Fig. 1: placed cells, one color a class
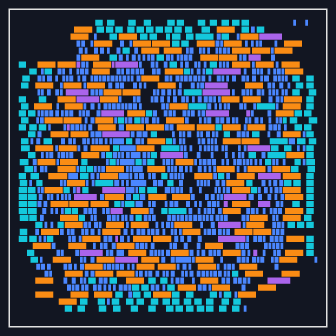
Fig. 2: met4 routing
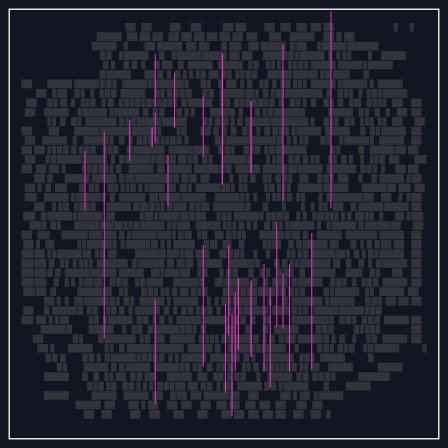
Fig. 3: the clock network
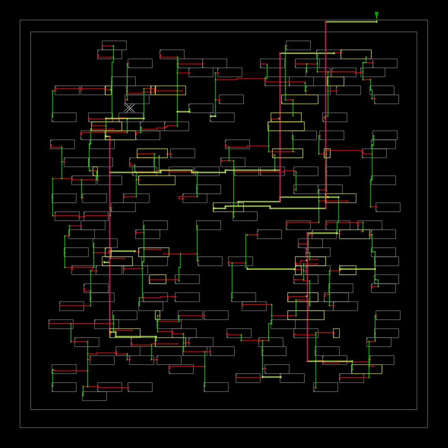
[src/rtl/axi_lite_reg_slave.sv]
// AXI4-Lite register-file slave with independent write (AW/W/B) and read (AR/R) channels.
// Optional macro AXI_LITE_REG_SLAVE_SLVERR_EN: out-of-range indices return SLVERR instead of wrapping.
module axi_lite_reg_slave #(
  parameter int unsigned ADDR_WD = 8,
  parameter int unsigned DATA_WD = 8,
  parameter int unsigned REG_NUM = 16
) (
  input  logic                       clk,
  input  logic                       rst_n,
  input  logic                       awvalid,
  input  logic [ADDR_WD-1:0]         awaddr,
  output logic                       awready,
  input  logic                       wvalid,
  input  logic [DATA_WD-1:0]         wdata,
  output logic                       wready,
  output logic                       bvalid,
  output logic [1:0]                 bresp,
  input  logic                       bready,
  input  logic                       arvalid,
  input  logic [ADDR_WD-1:0]         araddr,
  output logic                       arready,
  output logic                       rvalid,
  output logic [DATA_WD-1:0]         rdata,
  output logic [1:0]                 rresp,
  input  logic                       rready,
  output logic [REG_NUM*DATA_WD-1:0] reg_q
);

  localparam int unsigned IDX_WD      = (REG_NUM > 1) ? $clog2(REG_NUM) : 1;
  localparam logic [1:0]  RESP_OKAY   = 2'b00;
  localparam logic [1:0]  RESP_SLVERR = 2'b10;

  logic                 aw_full;
  logic                 w_full;
  logic [IDX_WD-1:0]    aw_idx_q;
  logic                 aw_err_q;
  logic [DATA_WD-1:0]   w_data_q;
  logic [DATA_WD-1:0]   regs [REG_NUM];

  logic                 aw_fire_c;
  logic                 w_fire_c;
  logic                 ar_fire_c;
  logic                 commit_c;
  logic                 aw_err_c;
  logic                 ar_err_c;
  logic [IDX_WD-1:0]    aw_idx_c;
  logic [IDX_WD-1:0]    ar_idx_c;

  // Index decode: range check when SLVERR is enabled, otherwise wrap on the low bits
`ifdef AXI_LITE_REG_SLAVE_SLVERR_EN
  localparam logic [ADDR_WD:0] REG_LIMIT = (ADDR_WD+1)'(REG_NUM);
  assign aw_err_c = ({1'b0, awaddr} >= REG_LIMIT);
  assign ar_err_c = ({1'b0, araddr} >= REG_LIMIT);
`else
  logic unused_addr;
  assign aw_err_c    = 1'b0;
  assign ar_err_c    = 1'b0;
  assign unused_addr = ^{awaddr, araddr};
`endif
  assign aw_idx_c = awaddr[IDX_WD-1:0];
  assign ar_idx_c = araddr[IDX_WD-1:0];

  // Ready signals come purely from state flops
  assign awready = !aw_full && !bvalid;
  assign wready  = !w_full && !bvalid;
  assign arready = !rvalid;

  assign aw_fire_c = awvalid && awready;
  assign w_fire_c  = wvalid && wready;
  assign ar_fire_c = arvalid && arready;
  assign commit_c  = aw_full && w_full;

  // Write channel: hold AW and W independently, commit once both are present
  always_ff @(posedge clk) begin
    if (!rst_n) begin
      aw_full  <= 1'b0;
      w_full   <= 1'b0;
      aw_idx_q <= '0;
      aw_err_q <= 1'b0;
      w_data_q <= '0;
      bvalid   <= 1'b0;
      bresp    <= RESP_OKAY;
    end else begin
      if (aw_fire_c) begin
        aw_full  <= 1'b1;
        aw_idx_q <= aw_idx_c;
        aw_err_q <= aw_err_c;
      end
      if (w_fire_c) begin
        w_full   <= 1'b1;
        w_data_q <= wdata;
      end
      if (commit_c) begin
        aw_full <= 1'b0;
        w_full  <= 1'b0;
        bvalid  <= 1'b1;
        bresp   <= aw_err_q ? RESP_SLVERR : RESP_OKAY;
      end else if (bvalid && bready) begin
        bvalid <= 1'b0;
      end
    end
  end

  // Register file; erroneous writes are acknowledged but dropped
  always_ff @(posedge clk) begin
    if (!rst_n) begin
      regs <= '{default: '0};
    end else if (commit_c && !aw_err_q) begin
      regs[aw_idx_q] <= w_data_q;
    end
  end

  // Read channel: one outstanding read, data captured before any same-edge write
  always_ff @(posedge clk) begin
    if (!rst_n) begin
      rvalid <= 1'b0;
      rdata  <= '0;
      rresp  <= RESP_OKAY;
    end else if (ar_fire_c) begin
      rvalid <= 1'b1;
      rdata  <= ar_err_c ? '0 : regs[ar_idx_c];
      rresp  <= ar_err_c ? RESP_SLVERR : RESP_OKAY;
    end else if (rvalid && rready) begin
      rvalid <= 1'b0;
    end
  end

  for (genvar i = 0; i < int'(REG_NUM); i++) begin : g_reg_q
    assign reg_q[i*DATA_WD +: DATA_WD] = regs[i];
  end

endmodule

[config.mk]
export PLATFORM = sky130hd
export DESIGN_NAME = axi_lite_reg_slave
export DESIGN_NICKNAME = d
export VERILOG_FILES = /design/src/rtl/axi_lite_reg_slave.sv
export SDC_FILE = /design/constraint.sdc
export NUM_CORES = 1
export LEC_CHECK = 0
export ABC_AREA = 1
export CORE_MARGIN = 3
export CORE_UTILIZATION = 49
export DETAILED_ROUTE_END_ITERATION = 6
export PLACE_DENSITY = 0.79
export SYNTH_ARGS = -nofsm -noshare
export SYNTH_HDL_FRONTEND = slang
export SYNTH_SLANG_ARGS = --single-unit
[constraint.sdc]
create_clock -name clk -period 1.5 [get_ports clk]
set_input_delay 0.15 -clock clk [delete_from_list [all_inputs] [get_ports clk]]
set_output_delay 0.15 -clock clk [all_outputs]
set_load 0.02 [all_outputs]
==> flow_metrics.tcl <==
# place-and-route summary
set metrics [dict create \
    status "finished, violations left" \
    violations "design-rule violations" \
    timing.critical_path.from "aw_full" \
    maximum_root_to_sink_buffer_count 2 \
    clkTransAtPathRegs_ns 0.06 \
    rrSetupSlack_ns 0.04 \
    maxClockFrequency_mhz 684 \
    die_width_microns 123 \
    power_w 0.00985 \
    stage_log_warnings 36 \
    worst_ir_drop_on_vdd_uv 786 \
    r2r-end "reg_q[18]" \
    routed-wl-met3_microns 2760 \
    synth.cell_area_sq_um 6740 \
    globalRouteMet3Util_pct 8.83 \
    synthDistinctLibCells 23 \
    regArea_sq_um 3050 \
    worst_ep_required_time_ns 1.82 \
    synth.cellmix.simpleShare_pct 32.1 \
    ys_seq_share_pct 45.1 \
    critical_path.startpoint_type "register" \
    detail_route.vias_per_cell 5.62 \
    grt_antenna_before_repair 0 \
    timing.critical_path.slowest_cell_delay_ns 0.37 \
    numSynthFlops 152 \
    n_multi_input_combinational_cell 707 \
    cp.depth 6 \
    placement.setup.worst_slack_ns -0.181 \
    layout_cells_sized_above_1_pct 10.0 \
    critPathArrivalTime_ns 1.78 \
    post-route-drc-count 3 \
    synth-area-yosys_sq_um 6740 \
]
Notes on Fig. 1 above:
class	color	cells
registers	orange	152
remaining logic cells	blue	782
clock drivers and dummy loads	purple	32
remaining buffers and delay cells	cyan	213
total core area: 13,300 sq um
post-route cell area: 9350 sq um
number of cell rows: 42
sequential share of cell area: 32.6%
final cell utilization of the core: 70.0%

Notes on Fig. 2 above:
nets with wire on the layer	24
longest straight run	59.2 microns
main direction	vertical
share of all routed wire	3.0%
wire length on this layer	706 microns
vias: 7,618
WL final: 23,900 microns

Notes on Fig. 3 above:
clk latency late pin: 0.43 ns
flop count: 152
clock sink count: 152
largest clock skew in the final design: 0.00702 ns
clock buffer count in the final layout: 23

## placed cells by master, fill, tap and decap left out, types with 5 or more instances in the layout
cell type        count
clkinv_2             5
nand3_1            153
nor2_1             108
a21oi_1             99
o21ai_0             82
dlygate4sd2_1      141
clkdlybuf4s50_1     20
nand2_2              8
dfxtp_1            148
inv_1               63
nand2_1            227
buf_4               39
o21ai_1              9
inv_2                7
buf_12               9
clkbuf_16           17
## power breakdown
part	switching, W	internal (W)
sequential	0.0000681	0.00411
combinational	0.000749	0.000368
clock	0.00165	0.00290
## registers in the layout (all words and copies together) (netlist names)
register,cells
aw_idx_q,4
w_full,1
reg_q,128
rvalid,1
w_data_q,8
rdata,8
bvalid,1
aw_full,1
No activity file was given, so power comes from the tool's default toggle rates.
